### Cell area per tile, run 1

Scale bar: 20 µm. 7 x 7 tiles, from black (low) to pale yellow (high), 0 to 100% covered.
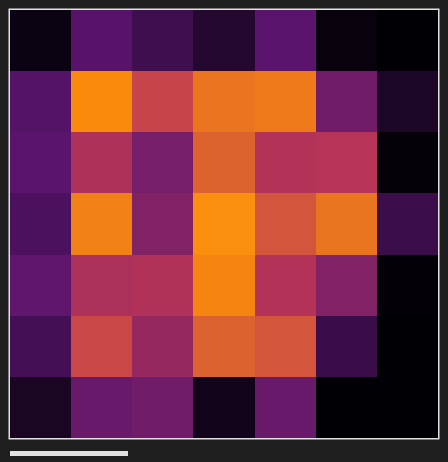
### Track usage over the die, run 1

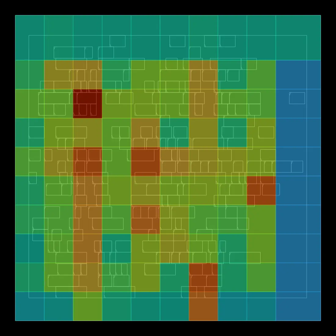
### Signal metal coverage by tile, run 1

Scale bar: 20 µm. 15 x 15 tiles, from black (low) to pale yellow (high), scaled to the fullest tile. Values are wire area over tile area, all layers added.
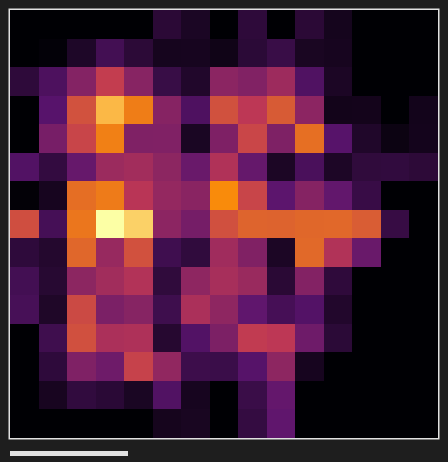
### Met2 routing, run 1

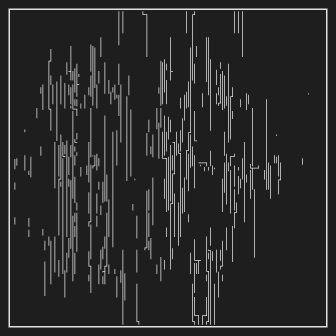
--- src/rtl/uart_rx_pkg.sv ---
// uart_rx_pkg: shared state encoding, prescale constants and widths for the UART receiver
package uart_rx_pkg;

    typedef enum logic [2:0] {
        IDLE   = 3'd0,
        START  = 3'd1,
        DATA   = 3'd2,
        PARITY = 3'd3,
        STOP   = 3'd4,
        CHECK  = 3'd5
    } rx_state_t;

    localparam int PS_W   = 6;
    localparam int BIT_W  = 4;
    localparam int DATA_W = 8;

    localparam logic [PS_W-1:0] PRESCALE_8  = 6'd8;
    localparam logic [PS_W-1:0] PRESCALE_16 = 6'd16;
    localparam logic [PS_W-1:0] PRESCALE_32 = 6'd32;

    // Anything outside the legal set falls back to 8 so the edge counter always wraps.
    function automatic logic [PS_W-1:0] legal_prescale(input logic [PS_W-1:0] p);
        return (p == PRESCALE_16 || p == PRESCALE_32) ? p : PRESCALE_8;
    endfunction

endpackage

--- src/rtl/uart_rx_edge_bit_counter.sv ---
// uart_rx_edge_bit_counter: oversample edge counter and bit counter for the UART receiver
module uart_rx_edge_bit_counter
    import uart_rx_pkg::*;
(
    input  logic             clk,
    input  logic             rst,
    input  logic             enable,
    input  logic             clear,
    input  logic [PS_W-1:0]  prescale,
    output logic [PS_W-1:0]  edge_cnt,
    output logic [BIT_W-1:0] bit_cnt
);

    // edge_cnt wraps at prescale-1 and advances bit_cnt; clear holds both at zero
    always_ff @(posedge clk) begin
        if (rst || clear) begin
            edge_cnt <= '0;
            bit_cnt  <= '0;
        end else if (enable) begin
            if (edge_cnt == prescale - 6'd1) begin
                edge_cnt <= '0;
                bit_cnt  <= bit_cnt + 4'd1;
            end else begin
                edge_cnt <= edge_cnt + 6'd1;
            end
        end
    end

endmodule

--- src/rtl/uart_rx_fsm.sv ---
// uart_rx_fsm: UART receive control FSM issuing sampling, check and shift strobes
module uart_rx_fsm
    import uart_rx_pkg::*;
(
    input  logic             clk,
    input  logic             rst,
    input  logic             RX_IN,
    input  logic             PAR_EN,
    input  logic [PS_W-1:0]  prescale,
    input  logic             strt_glitch,
    input  logic             par_err,
    input  logic             stp_err,
    output logic             dat_samp_en,
    output logic [PS_W-1:0]  edge_cnt,
    output logic [BIT_W-1:0] bit_cnt,
    output logic             strt_chk_en,
    output logic             par_chk_en,
    output logic             stp_chk_en,
    output logic             deser_en,
    output logic             data_valid
);

    rx_state_t       state, next_state;
    logic [PS_W-1:0] ps_q;
    logic            par_en_q;
    logic            armed;
    logic            in_frame;
    logic            last;
    logic            pre_last;
    logic            start_ok;

    assign in_frame = (state == START) || (state == DATA) || (state == PARITY) || (state == STOP);
    assign last     = edge_cnt == ps_q - 6'd1;
    assign pre_last = edge_cnt == ps_q - 6'd2;
    // A start is taken from CHECK on a low line, or from IDLE once the line has been seen high since reset.
    assign start_ok = !RX_IN && ((state == CHECK) || (state == IDLE && armed));

    uart_rx_edge_bit_counter u_cnt (
        .clk      (clk),
        .rst      (rst),
        .enable   (in_frame),
        .clear    (!in_frame),
        .prescale (ps_q),
        .edge_cnt (edge_cnt),
        .bit_cnt  (bit_cnt)
    );

    // State register plus frame-accept pulse
    always_ff @(posedge clk) begin
        if (rst) begin
            state      <= IDLE;
            data_valid <= 1'b0;
        end else begin
            state      <= next_state;
            data_valid <= (state == CHECK) && !((par_err && par_en_q) || stp_err);
        end
    end

    // Frame configuration is captured only when a frame starts; armed waits for an idle-high line after reset
    always_ff @(posedge clk) begin
        if (rst) begin
            ps_q     <= PRESCALE_8;
            par_en_q <= 1'b0;
            armed    <= 1'b0;
        end else begin
            armed <= armed || RX_IN;
            if (start_ok) begin
                ps_q     <= legal_prescale(prescale);
                par_en_q <= PAR_EN;
            end
        end
    end

    // Next-state decode
    always_comb begin
        next_state = state;
        case (state)
            IDLE:    next_state = start_ok ? START : IDLE;
            START:   next_state = last ? (strt_glitch ? IDLE : DATA) : START;
            DATA:    next_state = (last && bit_cnt == 4'(DATA_W)) ? (par_en_q ? PARITY : STOP) : DATA;
            PARITY:  next_state = last ? STOP : PARITY;
            STOP:    next_state = last ? CHECK : STOP;
            CHECK:   next_state = start_ok ? START : IDLE;
            default: next_state = IDLE;
        endcase
    end

    // Strobes decoded from registered state and counters
    always_comb begin
        dat_samp_en = in_frame;
        strt_chk_en = (state == START) && pre_last;
        deser_en    = (state == DATA) && last;
        par_chk_en  = (state == PARITY) && last;
        stp_chk_en  = (state == STOP) && pre_last;
    end

endmodule

--- config.mk ---
export PLATFORM = sky130hd
export DESIGN_NAME = uart_rx_fsm
export DESIGN_NICKNAME = d
export VERILOG_FILES = /design/src/rtl/uart_rx_pkg.sv /design/src/rtl/uart_rx_edge_bit_counter.sv /design/src/rtl/uart_rx_fsm.sv
export SDC_FILE = /design/constraint.sdc
export NUM_CORES = 1
export LEC_CHECK = 0
export CORE_MARGIN = 3
export CORE_UTILIZATION = 30
export DETAILED_ROUTE_END_ITERATION = 8
export PLACE_DENSITY = 0.51
export SYNTH_ARGS = -nofsm -noshare
export SYNTH_HDL_FRONTEND = slang
export SYNTH_SLANG_ARGS = --single-unit
--- constraint.sdc ---
create_clock -name clk -period 2.45 [get_ports clk]
set_input_delay 0.3675 -clock clk [delete_from_list [all_inputs] [get_ports clk]]
set_output_delay 0.3675 -clock clk [all_outputs]
set_load 0.02 [all_outputs]
==> changes_impl.md, run 1 <==
## Flow update

* Status: finished clean
* GRT overflow at 0
* FF-to-FF path depth at 8
* Layout Nets at 222
* Met3 Wirelength at 123 µm
* Critical setup path kind: reg -> out
* Crit. End Element: primary output
* DRC viols at 0
* FF/Latch Area at 440 µm²
* Crit path time final at 2.35 ns
* Synth area leader: dfxtp_1
* Asr flop ratio synth at 0%
* Rel. slew slack at 65.3%
* Tool warnings at 28
* WP data arrival at 1.98 ns
* CP Launch Type: flop
* Final Max Slew Viols at 0
* Met2 wire len at 1670 µm
* Logic pwr share at 10.7%
* Hold buffers post-CTS at 0
* Area leader share at 32.9%
* Synthesized area at 1340 µm²
* Fillcell total at 437
* Most frequent cells in the layout: 24 x clkdlybuf4s50_1, 22 x dfxtp_1, 20 x buf_4
* Logic share of the area at 47.0%
* Logic power comb at 0.0000715 W
* Pwr top: sequential cells
* Yosys simple share at 28.0%
* Fin cells at 251
* Gpl congestion at 0.856
* # diodes at 0
* Unique cell types at 41
* XOR/XNOR Fraction of Synth Area at 10.4%
* Ports at 29
* Dpl ws at -0.137 ns
* Total Power at 0.000667 W
* Fraction of layout cells with a size suffix above 1 at 21.4%
* Clock Tree Buf Depth at 2
* First-pass GRT wire length at 5780 µm
* Largest class: logic gates
* Delay-heaviest family, CP: simple AND/OR/NAND/NOR gates
* Min-Delay Startpoint: ps_q[5]
* Yosys Instances at 158
* Fin Hold WS at 0.482 ns
* Reg clk slew, reported paths at 0.08 ns
* Num tapcells at 50
* Seq. pwr at 0.000370 W
* Yosys adder share at 5.61%
* WL met1 at 1650 µm
* Post-layout period usage of the worst path at 95.9%
* DR vias at 1290
* Synth top area cells: dfxtp_1 33%, ha_1 5.6%, xor2_1 5.2%
* WHS Endpoint: ps_q[5]
* Vias in the first global route at 1278
* Max capacitance violation total at 0
* Chip Area, Yosys at 1340 µm²
* Initial DRC Count at 49
* Top-count cell post-synth: dfxtp_1
* Synth top cells by count: 22 x dfxtp_1, 13 x nor3_1, 12 x nand2_1
* Post-synth regs at 22
* Pwr/cell area at 362 nW/µm²
* Setup violators final at 0
* Worst Path Max Fanout at 5
* FF+latch count at 22
* Cell-internal power at 0.000512 W
* Seq/total area at 23.9%
* Logic Gate Count at 122
* Clock buffer cells at 3
* H-tree Lvls at 1
* Worst min path class: reg -> reg
* Worst Path Required at 2.08 ns
* Bufs w/o clock at 47
* Switching Share at 23.3%
* Yosys synthesis warning count at 0
* Post-cts sizing count at 24
* Area post-placement at 1790 µm²
* RR Endpoint: u_cnt.bit_cnt[2]
* Non-clk buf share at 22.0%
* Crit path buffers/inverters at 2
* Final hold violations at 0
* FP Rows at 23
* Critical Path, Cell by Cell: inv_2 > ha_2 > nor3b_4 > and3_4 > o211ai_2 > nor4_2 > buf_4
* Mapped Nets at 177
* Final setup TNS at 0 ns
* Input/output buffers at 28
* Area Overhead vs Synth at 37.5%
* Top flop regs: ps_q x6, u_cnt.edge_cnt x6, u_cnt.bit_cnt x4
* Upper clock frequency limit at 0.426 GHz
* Commonest Layout Cell: clkdlybuf4s50_1
* CTS tree: built
* CTS Buf Count at 3
* Clock insertion delay at the later pin of the skew report at 0.26 ns
* Die Width at 72.8 µm
* RSZ-0062 raised after global routing: no
* Top Metal Used: met4
* Slowest cell on the critical path: nor4_2
* Number of enable flip-flop cells at 0
* Hold depth at 2
* Chip area at 5300 µm²
* AO/OA Area Share at 18.7%
* 1st-pass router iterations at 4
* Largest family of logic cells by area: simple AND/OR/NAND/NOR gates
* Clock Power at 0.000225 W
* Peak supply drop at 0.185 mV
* Clock skew at 0.00425 ns
* NetSw at 0.000155 W
* CP startpoint: ps_q[1]
Notes on 'Cell area per tile' above:
tiles over 75% full: 2.0%
nearly empty tiles: 14%
densest ninth of the die: center
fullest tile: 76%
mean over tiles: 34%
FP Util: 32.3%
Core Util, Final: 44.4%
Core Box Area: 4140 µm²

Notes on 'Track usage over the die' above:
Avg WL per Cell: 13.9 µm
met2 GRT Util: 22.9%
met1 GRT Util: 17.6%
met3 Use GR: 1.93%
GR peak layer: met2

Notes on 'Signal metal coverage by tile' above:
emptiest ninth of the die: lower right
nearly empty tiles: 27%
densest ninth of the die: middle left
tiles over half the peak: 14%
fullest tile: 0.46
WL final: 3490 µm
gr usage total: 13.8%

Notes on 'Met2 routing' above:
wire length on this layer: 1670 µm
nets with wire on the layer: 189
main direction: vertical
share of all routed wire: 48%

## Run 2: what changed since run 1
--- a/config.mk
+++ b/config.mk
@@ -5,10 +5,13 @@
 export SDC_FILE = /design/constraint.sdc
 export NUM_CORES = 1
 export LEC_CHECK = 0
+export CELL_PAD_IN_SITES_DETAIL_PLACEMENT = 1
+export CELL_PAD_IN_SITES_GLOBAL_PLACEMENT = 2
 export CORE_MARGIN = 3
-export CORE_UTILIZATION = 30
+export CORE_UTILIZATION = 29
+export CTS_CLUSTER_SIZE = 10
 export DETAILED_ROUTE_END_ITERATION = 8
-export PLACE_DENSITY = 0.51
+export PLACE_DENSITY = 0.77
 export SYNTH_ARGS = -nofsm -noshare
 export SYNTH_HDL_FRONTEND = slang
 export SYNTH_SLANG_ARGS = --single-unit
### Signal metal coverage by tile, run 2

Scale bar: 20 µm. 15 x 15 tiles, from black (low) to pale yellow (high), scaled to the fullest tile. Values are wire area over tile area, all layers added.
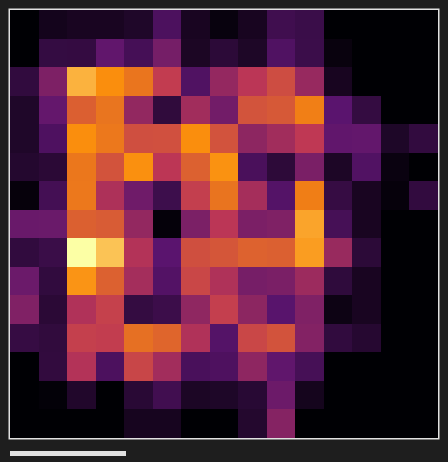
tiles over half the peak: 21%
mean over tiles: 0.11
emptiest ninth of the die: lower right
nearly empty tiles: 23%
fullest tile: 0.42

### Track usage over the die, run 2

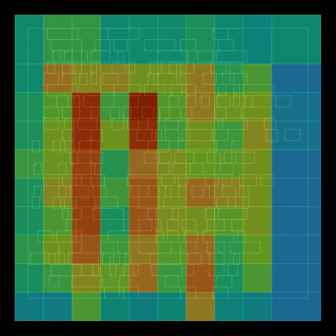
gr usage total: 15.1%
met1 GRT Util: 18.8%
Avg WL per Cell: 15.6 µm

==> run 2 against run 1 <==
Net effect:
- sequential share of layout area shrank 0.44 points
- routed wire length grew 14%
- synthesized area is the same
- hold slack lost 0.0018 ns
- combinational power grew 3%
==> changes_impl.md, run 2 <==
## Flow update

* Status: finished clean
* Register share after synthesis at 32.9%
* Yosys synthesis warning count at 0 (unchanged)
* Met3 Wirelength at 84 µm (-32%)
* Clock skew at 0.00487 ns (+0.000626 ns)
* Largest class: logic gates
* GR peak layer: met2
* Gpl congestion at 0.825 (-3.6%)
* Most frequent cells in the layout: 24 x clkdlybuf4s50_1, 21 x dfxtp_1, 21 x buf_4
* Clock buffer cells at 3 (unchanged)
* Max capacitance violation total at 0 (unchanged)
* Largest family of logic cells by area: simple AND/OR/NAND/NOR gates
* Worst min path class: reg -> reg
* CTS Buf Count at 3 (unchanged)
* WL met1 at 1810 µm (+9.9%)
* FF-to-FF path depth at 9 (+1)
* Slowest cell on the critical path: o31a_4
* Top Metal Used: met4
* Unique cell types at 41 (unchanged)
* Worst Path Max Fanout at 4 (-1)
* GRT overflow at 0 (unchanged)
* Min-Delay Startpoint: ps_q[5]
* Switching Share at 23.5% (+0.20 points)
* NetSw at 0.000157 W (+1.2%)
* Input/output buffers at 28 (unchanged)
* Critical Path, Cell by Cell: inv_2 > ha_2 > xnor2_1 > nor2_1 > o31a_4 > nor4_2 > buf_2
* Leakage at 0.704 nW
* Chip Area, Yosys at 1340 µm² (unchanged)
* H-tree Lvls at 1 (unchanged)
* # diodes at 0 (unchanged)
* Logic Gate Count at 122 (unchanged)
* Synth top area cells: dfxtp_1 33%, ha_1 5.6%, xor2_1 5.2%
* Crit path time final at 2.36 ns (+0.0104 ns)
* WHS Endpoint: ps_q[5]
* Total Power at 0.000669 W (+0.32%)
* Mapped Nets at 177 (unchanged)
* CP Launch Type: flop
* Seq/total area at 23.5% (-0.44 points)
* Logic share of the area at 47.2% (+0.26 points)
* Area leader share at 32.9% (unchanged)
* Setup violators final at 0 (unchanged)
* Peak supply drop at 0.163 mV (-12%)
* FF+latch count at 22 (unchanged)
* Logic pwr share at 11.0% (+0.3 points)
* XOR/XNOR Fraction of Synth Area at 10.4% (unchanged)
* Fin Hold WS at 0.480 ns (-0.00177 ns)
* Final hold violations at 0 (unchanged)
* Fillcell total at 532 (+22%)
* Bufs w/o clock at 49 (+4.3%)
* Clock Power at 0.000225 W (about the same)
* WP data arrival at 1.99 ns (about the same)
* Yosys adder share at 5.61% (unchanged)
* Vias in the first global route at 1402 (+9.7%)
* Pwr top: sequential cells
* RSZ-0062 raised after global routing: no
* Rel. slew slack at 65.5% (+0.26 points)
* AO/OA Area Share at 18.7% (unchanged)
* Synthesized area at 1340 µm² (unchanged)
* WL final at 3970 µm (+14%)
* Non-clk buf share at 22.2% (+0.20 points)
* Area Overhead vs Synth at 40.5%
* Delay-heaviest family, CP: AND-OR/OR-AND gates
* Synth area leader: dfxtp_1
* Clock insertion delay at the later pin of the skew report at 0.26 ns (about the same)
* Post-layout period usage of the worst path at 96.3% (+0.43 points)
* RR Endpoint: u_cnt.bit_cnt[3]
* Num tapcells at 52 (+4.0%)
* Area post-placement at 1800 µm² (+0.56%)
* Top-count cell post-synth: dfxtp_1
* Logic power comb at 0.0000733 W (+3%)
* Seq. pwr at 0.000371 W (about the same)
* Synth top cells by count: 22 x dfxtp_1, 13 x nor3_1, 12 x nand2_1
* DR vias at 1338 (+3.7%)
* Fraction of layout cells with a size suffix above 1 at 24.1% (+2.7 points)
* Hold depth at 2 (unchanged)
* Hold buffers post-CTS at 0 (unchanged)
* CTS tree: built
* Critical setup path kind: reg -> out
* Dpl ws at -0.170 ns (-0.0326 ns)
* FP Rows at 24 (+4.3%)
* Die Width at 73.9 µm (+1.6%)
* Asr flop ratio synth at 0% (unchanged)
* Final setup TNS at 0 ns (unchanged)
* Met2 wire len at 2050 µm (+23%)
* Initial DRC Count at 29 (-41%)
* Number of enable flip-flop cells at 0 (unchanged)
* Fin cells at 255 (+1.6%)
* Final Max Slew Viols at 0 (unchanged)
* Yosys Instances at 158 (unchanged)
* Commonest Layout Cell: clkdlybuf4s50_1
* CP startpoint: ps_q[1]
* Crit path buffers/inverters at 2 (unchanged)
* First-pass GRT wire length at 6510 µm (+13%)
* Layout Nets at 224 (+0.90%)
* Pwr/cell area at 356 nW/µm² (-1.8%)
* Met2 GRT Util at 27.1% (+4.1 points)
* DRC viols at 0 (unchanged)
* Tool warnings at 28 (unchanged)
* Clock Tree Buf Depth at 2 (unchanged)
* Worst Path Required at 2.08 ns (about the same)
* Cell-internal power at 0.000512 W (about the same)
* Yosys simple share at 28.0% (unchanged)
* Chip area at 5470 µm² (+3.2%)
* Reg clk slew, reported paths at 0.07 ns (about the same)
* 1st-pass router iterations at 4 (unchanged)
* Upper clock frequency limit at 0.424 GHz (-0.44%)
* Top flop regs: ps_q x6, u_cnt.edge_cnt x6, u_cnt.bit_cnt x4
* FF/Latch Area at 442 µm² (+0.28%)
* Met3 Use GR at 2.16% (+0.23 points)
* Post-cts sizing count at 23 (-4.2%)
* Ports at 29 (unchanged)
### Cell area per tile, run 2

Scale bar: 20 µm. 7 x 7 tiles, from black (low) to pale yellow (high), 0 to 100% covered.
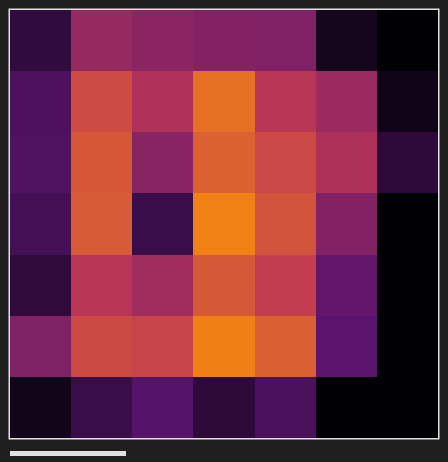
nearly empty tiles: 12%
densest ninth of the die: center
mean over tiles: 33%
fullest tile: 71%
FP Util: 30.3%
Core Util, Final: 42.6%
Core Box Area: 4410 µm²

No activity file was given, so power comes from the tool's default toggle rates.
